$ cat src/rtl/monster_mode_ctrl_if.sv
// monster_mode_ctrl_if
//   Groups the event inputs and mode outputs exchanged between the game
//   logic layer (master) and the monster mode controller (slave).
//   Inputs to the controller:
//     startOfFrame  one-cycle pulse per video frame
//     powerPellet   one-cycle pulse: pacman ate a power pellet
//     pause         level: freeze timers and ignore collisions
//     collision[2:0] per-monster collision level (0 tracker, 1 randomS, 2 randomD)
//   Outputs from the controller:
//     shiftImage, frightened, monsterVisible[2:0], respawnReq[2:0],
//     pacmanHit, scorePulse, scoreValue[11:0]
interface monster_mode_ctrl_if;
  logic        startOfFrame;
  logic        powerPellet;
  logic        pause;
  logic [2:0]  collision;
  logic        shiftImage;
  logic        frightened;
  logic [2:0]  monsterVisible;
  logic [2:0]  respawnReq;
  logic        pacmanHit;
  logic        scorePulse;
  logic [11:0] scoreValue;

  modport master (
    output startOfFrame, powerPellet, pause, collision,
    input  shiftImage, frightened, monsterVisible, respawnReq,
           pacmanHit, scorePulse, scoreValue
  );

  modport slave (
    input  startOfFrame, powerPellet, pause, collision,
    output shiftImage, frightened, monsterVisible, respawnReq,
           pacmanHit, scorePulse, scoreValue
  );
endinterface

$ cat src/rtl/monster_mode_ctrl.sv
// monster_mode_ctrl
//   Global mode sequencer for the three monsters. Runs the
//   NORMAL -> FRIGHT -> WARN (blinking) -> NORMAL cycle triggered by power
//   pellets, turns collisions into pacman-hit or monster-eaten events with a
//   chained score (200/400/800/1600), and hides eaten monsters until their
//   respawn timer expires.
//   Ports:
//     clk     system clock
//     resetN  asynchronous reset, active-low
//     bus     monster_mode_ctrl_if.slave (events in, mode/visibility/score out)
//   All outputs are registered.
module monster_mode_ctrl #(
  parameter int FRIGHT_FRAMES  = 360,
  parameter int WARN_FRAMES    = 120,
  parameter int BLINK_PERIOD   = 15,
  parameter int RESPAWN_FRAMES = 180,
  parameter int BASE_SCORE     = 200
) (
  input  logic               clk,
  input  logic               resetN,
  monster_mode_ctrl_if.slave bus
);

  localparam logic [9:0]  FRIGHT_LOAD  = 10'(FRIGHT_FRAMES);
  localparam logic [9:0]  WARN_ENTRY   = 10'(WARN_FRAMES + 1);
  localparam logic [9:0]  BLINK_LAST   = 10'(BLINK_PERIOD - 1);
  localparam logic [9:0]  RESPAWN_LOAD = 10'(RESPAWN_FRAMES);
  localparam logic [11:0] BASE_VALUE   = 12'(BASE_SCORE);

  typedef enum logic [1:0] {NORMAL, FRIGHT, WARN} state_t;

  state_t      state_reg, state_next;
  logic [9:0]  mode_cnt_reg, mode_cnt_next;
  logic [9:0]  blink_cnt_reg, blink_cnt_next;
  logic        shift_reg, shift_next;
  logic        fright_reg, fright_next;
  logic [1:0]  chain_reg, chain_next;
  logic        hit_reg, hit_next;
  logic        score_pulse_reg, score_pulse_next;
  logic [11:0] score_value_reg, score_value_next;
  logic [2:0]  visible_reg;
  logic [2:0]  respawn_req_reg;

  logic        tick;
  logic [2:0]  eff_coll;
  logic [2:0]  eat_sel;

  assign tick     = bus.startOfFrame & ~bus.pause;
  assign eff_coll = bus.pause ? 3'b000 : (bus.collision & visible_reg);
  // Isolate the lowest set bit: tracker beats randomS beats randomD.
  assign eat_sel  = (state_reg != NORMAL) ? (eff_coll & (~eff_coll + 3'd1)) : 3'b000;

  // Per-monster visibility and respawn timer. A hidden monster always has a
  // non-zero counter, so "counter != 0" doubles as the hidden flag.
  genvar gi;
  generate
    for (gi = 0; gi < 3; gi++) begin : g_monster
      logic [9:0] cnt_reg, cnt_next;
      logic       vis_reg, vis_next;
      logic       req_reg, req_next;

      always_comb begin
        cnt_next = cnt_reg;
        vis_next = vis_reg;
        req_next = 1'b0;
        if (eat_sel[gi]) begin
          cnt_next = RESPAWN_LOAD;
          vis_next = 1'b0;
        end else if (tick && cnt_reg != 10'd0) begin
          cnt_next = cnt_reg - 10'd1;
          if (cnt_reg == 10'd1) begin
            vis_next = 1'b1;
            req_next = 1'b1;
          end
        end
      end

      always_ff @(posedge clk or negedge resetN) begin
        if (!resetN) begin
          cnt_reg <= 10'd0;
          vis_reg <= 1'b1;
          req_reg <= 1'b0;
        end else begin
          cnt_reg <= cnt_next;
          vis_reg <= vis_next;
          req_reg <= req_next;
        end
      end

      assign visible_reg[gi]     = vis_reg;
      assign respawn_req_reg[gi] = req_reg;
    end
  endgenerate

  // Mode FSM, collision results and score chain.
  always_comb begin
    state_next       = state_reg;
    mode_cnt_next    = mode_cnt_reg;
    blink_cnt_next   = blink_cnt_reg;
    shift_next       = shift_reg;
    chain_next       = chain_reg;
    hit_next         = 1'b0;
    score_pulse_next = 1'b0;
    score_value_next = score_value_reg;

    // Collisions are judged against the state before this cycle's update.
    if (state_reg == NORMAL) begin
      if (eff_coll != 3'b000) hit_next = 1'b1;
    end else if (eff_coll != 3'b000) begin
      score_pulse_next = 1'b1;
      score_value_next = BASE_VALUE << chain_reg;
      if (chain_reg != 2'd3) chain_next = chain_reg + 2'd1;
    end

    // Mode update comes second so a pellet or fright expiry in the same
    // cycle as an eat still restarts the chain.
    if (bus.powerPellet) begin
      state_next    = FRIGHT;
      mode_cnt_next = FRIGHT_LOAD;
      shift_next    = 1'b1;
      chain_next    = 2'd0;
    end else begin
      case (state_reg)
        FRIGHT: begin
          if (tick) begin
            mode_cnt_next = mode_cnt_reg - 10'd1;
            if (mode_cnt_reg == WARN_ENTRY) begin
              shift_next = 1'b0;
              if (WARN_FRAMES == 0) begin
                // No blinking tail: fright ends straight into NORMAL.
                state_next = NORMAL;
                chain_next = 2'd0;
              end else begin
                state_next     = WARN;
                blink_cnt_next = 10'd0;
              end
            end
          end
        end
        WARN: begin
          if (tick) begin
            mode_cnt_next = mode_cnt_reg - 10'd1;
            if (mode_cnt_reg == 10'd1) begin
              state_next = NORMAL;
              shift_next = 1'b0;
              chain_next = 2'd0;
            end else if (blink_cnt_reg == BLINK_LAST) begin
              blink_cnt_next = 10'd0;
              shift_next     = ~shift_reg;
            end else begin
              blink_cnt_next = blink_cnt_reg + 10'd1;
            end
          end
        end
        default: state_next = NORMAL;
      endcase
    end

    fright_next = (state_next != NORMAL);
  end

  always_ff @(posedge clk or negedge resetN) begin
    if (!resetN) begin
      state_reg       <= NORMAL;
      mode_cnt_reg    <= 10'd0;
      blink_cnt_reg   <= 10'd0;
      shift_reg       <= 1'b0;
      fright_reg      <= 1'b0;
      chain_reg       <= 2'd0;
      hit_reg         <= 1'b0;
      score_pulse_reg <= 1'b0;
      score_value_reg <= 12'd0;
    end else begin
      state_reg       <= state_next;
      mode_cnt_reg    <= mode_cnt_next;
      blink_cnt_reg   <= blink_cnt_next;
      shift_reg       <= shift_next;
      fright_reg      <= fright_next;
      chain_reg       <= chain_next;
      hit_reg         <= hit_next;
      score_pulse_reg <= score_pulse_next;
      score_value_reg <= score_value_next;
    end
  end

  assign bus.shiftImage     = shift_reg;
  assign bus.frightened     = fright_reg;
  assign bus.monsterVisible = visible_reg;
  assign bus.respawnReq     = respawn_req_reg;
  assign bus.pacmanHit      = hit_reg;
  assign bus.scorePulse     = score_pulse_reg;
  assign bus.scoreValue     = score_value_reg;

endmodule

$ cat src/flat_wrapper.sv
// flat-port wrapper written by rule: the top's interface ports become plain ports
module monster_mode_ctrl_flat 
#(
  parameter int FRIGHT_FRAMES  = 360,
  parameter int WARN_FRAMES    = 120,
  parameter int BLINK_PERIOD   = 15,
  parameter int RESPAWN_FRAMES = 180,
  parameter int BASE_SCORE     = 200
)
  (clk, resetN, bus_startOfFrame, bus_powerPellet, bus_pause, bus_collision, bus_shiftImage, bus_frightened, bus_monsterVisible, bus_respawnReq, bus_pacmanHit, bus_scorePulse, bus_scoreValue);
  monster_mode_ctrl_if bus_i ();
  input  logic clk;
  input  logic resetN;
  input wire logic [$bits(bus_i.startOfFrame)-1:0] bus_startOfFrame;
  input wire logic [$bits(bus_i.powerPellet)-1:0] bus_powerPellet;
  input wire logic [$bits(bus_i.pause)-1:0] bus_pause;
  input wire logic [$bits(bus_i.collision)-1:0] bus_collision;
  output wire logic [$bits(bus_i.shiftImage)-1:0] bus_shiftImage;
  output wire logic [$bits(bus_i.frightened)-1:0] bus_frightened;
  output wire logic [$bits(bus_i.monsterVisible)-1:0] bus_monsterVisible;
  output wire logic [$bits(bus_i.respawnReq)-1:0] bus_respawnReq;
  output wire logic [$bits(bus_i.pacmanHit)-1:0] bus_pacmanHit;
  output wire logic [$bits(bus_i.scorePulse)-1:0] bus_scorePulse;
  output wire logic [$bits(bus_i.scoreValue)-1:0] bus_scoreValue;
  assign bus_i.startOfFrame = bus_startOfFrame;
  assign bus_i.powerPellet = bus_powerPellet;
  assign bus_i.pause = bus_pause;
  assign bus_i.collision = bus_collision;
  assign bus_shiftImage = bus_i.shiftImage;
  assign bus_frightened = bus_i.frightened;
  assign bus_monsterVisible = bus_i.monsterVisible;
  assign bus_respawnReq = bus_i.respawnReq;
  assign bus_pacmanHit = bus_i.pacmanHit;
  assign bus_scorePulse = bus_i.scorePulse;
  assign bus_scoreValue = bus_i.scoreValue;
  monster_mode_ctrl #(.FRIGHT_FRAMES(FRIGHT_FRAMES), .WARN_FRAMES(WARN_FRAMES), .BLINK_PERIOD(BLINK_PERIOD), .RESPAWN_FRAMES(RESPAWN_FRAMES), .BASE_SCORE(BASE_SCORE)) u_core (.clk(clk), .resetN(resetN), .bus(bus_i));
endmodule
$ cat config.mk
export PLATFORM = sky130hd
export DESIGN_NAME = monster_mode_ctrl_flat
export DESIGN_NICKNAME = d
export VERILOG_FILES = /design/src/rtl/monster_mode_ctrl_if.sv /design/src/rtl/monster_mode_ctrl.sv /design/src/flat_wrapper.sv
export SDC_FILE = /design/constraint.sdc
export NUM_CORES = 1
export LEC_CHECK = 0
export ABC_AREA = 1
export CAP_MARGIN = 20
export CORE_UTILIZATION = 50
export DETAILED_ROUTE_END_ITERATION = 8
export PLACE_DENSITY = 0.77
export SYNTH_ARGS = -nofsm -noshare
export SYNTH_HDL_FRONTEND = slang
export SYNTH_SLANG_ARGS = --single-unit
$ cat constraint.sdc
create_clock -name clk -period 3.3 [get_ports clk]
set_clock_uncertainty 0.15 [all_clocks]
set_input_delay 0.33 -clock clk [delete_from_list [all_inputs] [get_ports clk]]
set_output_delay 0.33 -clock clk [all_outputs]
set_load 0.03 [all_outputs]
Figure 1. Clock distribution (run 1).
(4 px per um)
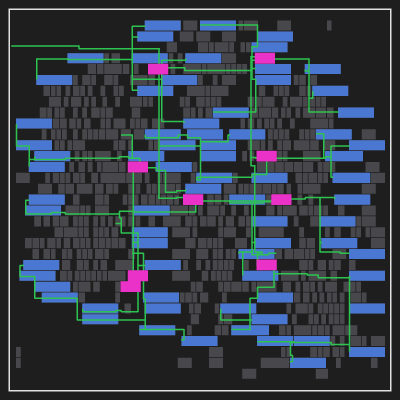
blue -> flip-flops  # count 72
green -> clock wires  # length 949 um
magenta -> clock drivers  # count 9
routed clock nets = 10

Figure 2. Wires at chosen ports, followed through buffers (run 1).
(4 px per um)
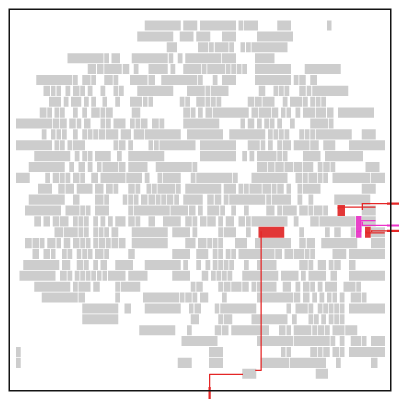
red -> bus_collision  # bits 3, direction input, end cells 3, buffers 3, wire 74.2 um
magenta -> bus_pause  # bits 1, direction input, end cells 2, buffers 1, wire 14.4 um
Top-Level Pins: 30
I/O Buffers: 25

==> flow_metrics.tcl, run 1 <==
# yosys + openroad results
set metrics [dict create \
    postPlaceCellArea_um2 4620 \
    common_cells "nand2_1, nor2_1, dfrtp_1, inv_1, nand3_1" \
    outcome "completed" \
    tightest_slew_ns 0.663 \
    rsz0062_at_grt "no" \
    mi_logic_area_um2 2180 \
    cpPeakStageDelay_ns 0.54 \
    p_total_mw 3.23 \
    clk_latency_ns 0.35 \
    rr_worst_depth 9 \
    fp.dieW_um 95.0 \
    fin_ws_ns 0.978 \
    worstPathArrival_ns 2.41 \
    buf_share_pct 5.73 \
    r2r-start "u_core.state_reg[0]" \
    wl_per_cell_um 12.4 \
    core_um2 8300 \
    ir_worst_vdd_mv 0.242 \
    clock_power_mw 0.623 \
    swShare_pct 41.1 \
    p_int_mw 1.90 \
    p_seq_mw 1.34 \
    diodes 0 \
    max-slew-margin-rel_pct 55.5 \
    cp-startpoint "u_core.state_reg[0]" \
    endpoint "u_core.mode_cnt_reg[6]" \
    drtPass1Iterations 4 \
    grt_pass1_vias 3390 \
    ys_types 40 \
    nets 611 \
    ys_warn_count 0 \
    rr_endpoint "u_core.mode_cnt_reg[6]" \
    worst_path_most_repeated_cell "nand2_1" \
    cts_resized 0 \
    grt_overflow 0 \
    grt.total_usage_pct 20.9 \
    gp_congestion 0.900 \
    route.detailed.drc 0 \
    drive_gt1_share_pct 10.4 \
    antenna_found_initial 0 \
    clock_area_share_pct 3.59 \
]
Figure 3. Selected gate families (run 1).
(4 px per um)
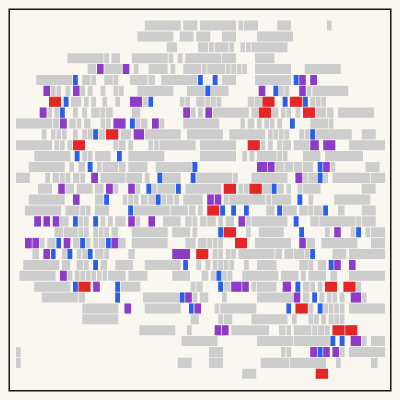
blue -> inverters  # cells 65
purple -> inverting AOI/OAI gates  # cells 61
red -> XOR/XNOR gates  # cells 21, where spread over the die
dominant logic cell type in the layout: nand2_1
multi-input gate share of the layout cell area: 45.3%
Post-Layout Cell Count: 693

-- run 1: worst max-delay path, delay by kind of cell, from the launching register on --
family | cells | cell delay, ns
AOI/OAI and AO/OA | 2 | 0.69
and+or+nand+nor | 4 | 0.55
buffers and inverters | 2 | 0.13
DFF | 1 | 0.38
adders and majority gates | 1 | 0.30
-- run 1: cell usage in the layout (no fill, tap or decap), drive strengths merged --
cell type        n
a21oi            8
buf              2
clkbuf          10
clkdlybuf4s50   24
clkinv           6
clkinvlp         2
conb             4
dfrtp           69
dfstp            3
dlygate4sd3      1
ha              20
inv             63
nand2          147
nand3           42
nand3b           3
nand4           14
nor2            84
nor3             4
nor3b            2
o211ai           3
o21a             2
o21ai           45
o21bai           1
o22ai            3
o31ai            1
or2              4
xnor2            5
xor2            16
-- run 1: cells by family (layout without fill, tap and decap cells) --
kind of cell | count (synthesis) | count (layout) | synth area share [%]
AOI/OAI and AO/OA | 63 | 63 | 8.19
xor gates and xnor gates | 21 | 21 | 4.25
adders and majority gates | 20 | 20 | 5.79
buffers and inverters | 80 | 108 | 8.22
DFF | 72 | 72 | 41.7
other | 1 | 4 | 0.0867
and+or+nand+nor | 300 | 300 | 31.7
-- run 1: timing repair --
action | CTS | global route
hold buffers | 1 | 0
buffers inserted | 0 | 0
endpoints found under the setup margin | 0 | 0
hold endpoints to repair | 17 | 0
-- run 1: per-layer routing --
| metal | global-route usage, % | share of wire [%] | up-vias |
|---|---|---|---|
| met4 | 8.46 | 1.5 | 0 |
| met1 | 26.8 | 48 | 1653 |
| li1 | - | - | 1819 |
| met5 | 0 | 0 | - |
| met2 | 34.8 | 47 | 66 |
| met3 | 3.67 | 3.6 | 12 |
==> run 2, diff against run 1 <==
--- a/config.mk
+++ b/config.mk
@@ -9,7 +9,7 @@
 export CAP_MARGIN = 20
 export CORE_UTILIZATION = 50
 export DETAILED_ROUTE_END_ITERATION = 8
-export PLACE_DENSITY = 0.77
+export PLACE_DENSITY = 0.8
 export SYNTH_ARGS = -nofsm -noshare
 export SYNTH_HDL_FRONTEND = slang
 export SYNTH_SLANG_ARGS = --single-unit
==> constraint.sdc (replaced) <==
create_clock -name clk -period 2 [get_ports clk]
set_clock_uncertainty 0.15 [all_clocks]
set_input_delay 0.2 -clock clk [delete_from_list [all_inputs] [get_ports clk]]
set_output_delay 0.2 -clock clk [all_outputs]
set_load 0.03 [all_outputs]
Figure 4. Selected gate families (run 2).
(4 px per um)
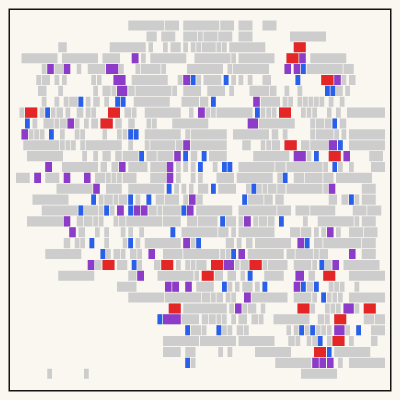
blue -> inverters  # cells 65, where spread over the die
purple -> inverting AOI/OAI gates  # cells 61, where spread over the die
red -> XOR/XNOR gates  # cells 21, where spread over the die
Post-Layout Cell Count: 706
multi-input gate share of the layout cell area: 44.5%

Figure 5. Track usage over the die (run 2).
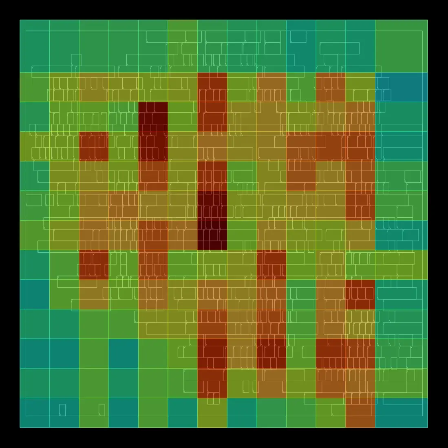
All-Layer GR Usage: 21.8%
M1 GR Usage: 27.7%
utilization after layout: 59.1%
grt peak-use layer: met2

Figure 6. Wires at chosen ports, followed through buffers (run 2).
(4 px per um)
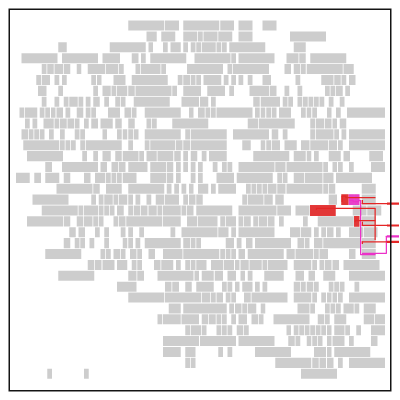
magenta -> bus_pause  # bits 1, direction input, end cells 2, buffers 1, wire 31.2 um
red -> bus_collision  # bits 3, direction input, end cells 3, buffers 3, wire 59.1 um

==> flow_metrics.tcl, run 2 <==
# yosys + openroad results
set metrics [dict create \
    outcome "completed" \
    gp_congestion 0.891 \
    cpPeakStageDelay_ns 0.68 \
    drtPass1Iterations 4 \
    swShare_pct 40.3 \
    clock_power_mw 1.11 \
    ir_worst_vdd_mv 0.377 \
    route.detailed.drc 0 \
    post_cts_buffers 0 \
    io_pins 30 \
    synthMuxAreaShare_pct 0 \
    ys_types 40 \
    grt_pass1_vias 3553 \
    path_buffers 1 \
    max-slew-margin-rel_pct 59.1 \
    clk_latency_ns 0.34 \
    synthXorXnorAreaFrac_pct 4.25 \
    ys_warn_count 0 \
    top_logic_kind "simple AND/OR/NAND/NOR gates" \
    layout_top_cells "nand2_1, nor2_1, dfrtp_1" \
    core_um2 8300 \
    io_buffers 25 \
    postPlaceCellArea_um2 4710 \
    final_common_cell "nand2_1" \
    rr_worst_depth 10 \
    antenna_found_initial 0 \
    wl_per_cell_um 12.6 \
    nets 624 \
    fp.dieW_um 95.0 \
    diodes 0 \
]
-- run 2: cell counts after synthesis --
No cell type changed its count.
-- run 2: worst max path at each step --
stage	start	endpoint	cells past startpoint
floorplan	u_core.state_reg[0]	u_core.mode_cnt_reg[5]	8
global route	u_core.g_monster[0].vis_reg	bus_monsterVisible[0]	1
global placement	bus_pause	u_core.g_monster[0].cnt_reg[4]	9
finish	u_core.g_monster[0].vis_reg	bus_monsterVisible[0]	1
detailed placement	bus_pause	u_core.mode_cnt_reg[6]	9
CTS	u_core.g_monster[0].vis_reg	bus_monsterVisible[0]	1
-- run 2: routing by layer --
metal,global-route usage (%),share of wire [%],up-vias,wire length [um]
met4,7.95,1.5,0,131
met5,0,0,-,0
met3,4.86,4.0,12,355
met2,36.4,47,79,4190
li1,-,-,1841,-
met1,27.7,47,1709,4220
-- run 2: what timing repair did --
action                     CTS  global route
hold endpoints to repair    69             0
setup endpoints to repair    0             3
hold buffers                 1             0
resized                      0             2
-- run 2: area by class of cell --
class	count	area (um^2)	share of cell area (%)
repair buffers	40	360	7.34
inverters	65	244	4.97
flip-flops and latches	72	1810	36.8
clock buffers	12	135	2.75
clock inverters	4	47.5	0.969
multi-input cells	408	2180	44.5
well taps	105	131	2.68
-- run 2: worst min-delay path: stages --
cell and delay [ns]:
dlygate4sd3_1 0.52, buf_2 0.11, buf_4 0.29
-- run 2: logic make-up after synthesis --
kind of cell / after synthesis
and+or+nand+nor: 300
buffers and inverters: 80
DFF: 72
AOI/OAI and AO/OA: 63
xor gates and xnor gates: 21
adders and majority gates: 20
other: 1
-- run 2: metrics by stage --
stage          power, mW  setup WS, ns
6_report            5.50        0.0585
5_1_grt             5.94        0.0146
4_1_cts             5.52        0.0412
3_5_place_dp        4.39        0.0451
3_3_place_gp        4.30         0.114
2_1_floorplan       3.79         0.372
Power and IR drop assume default switching activity.
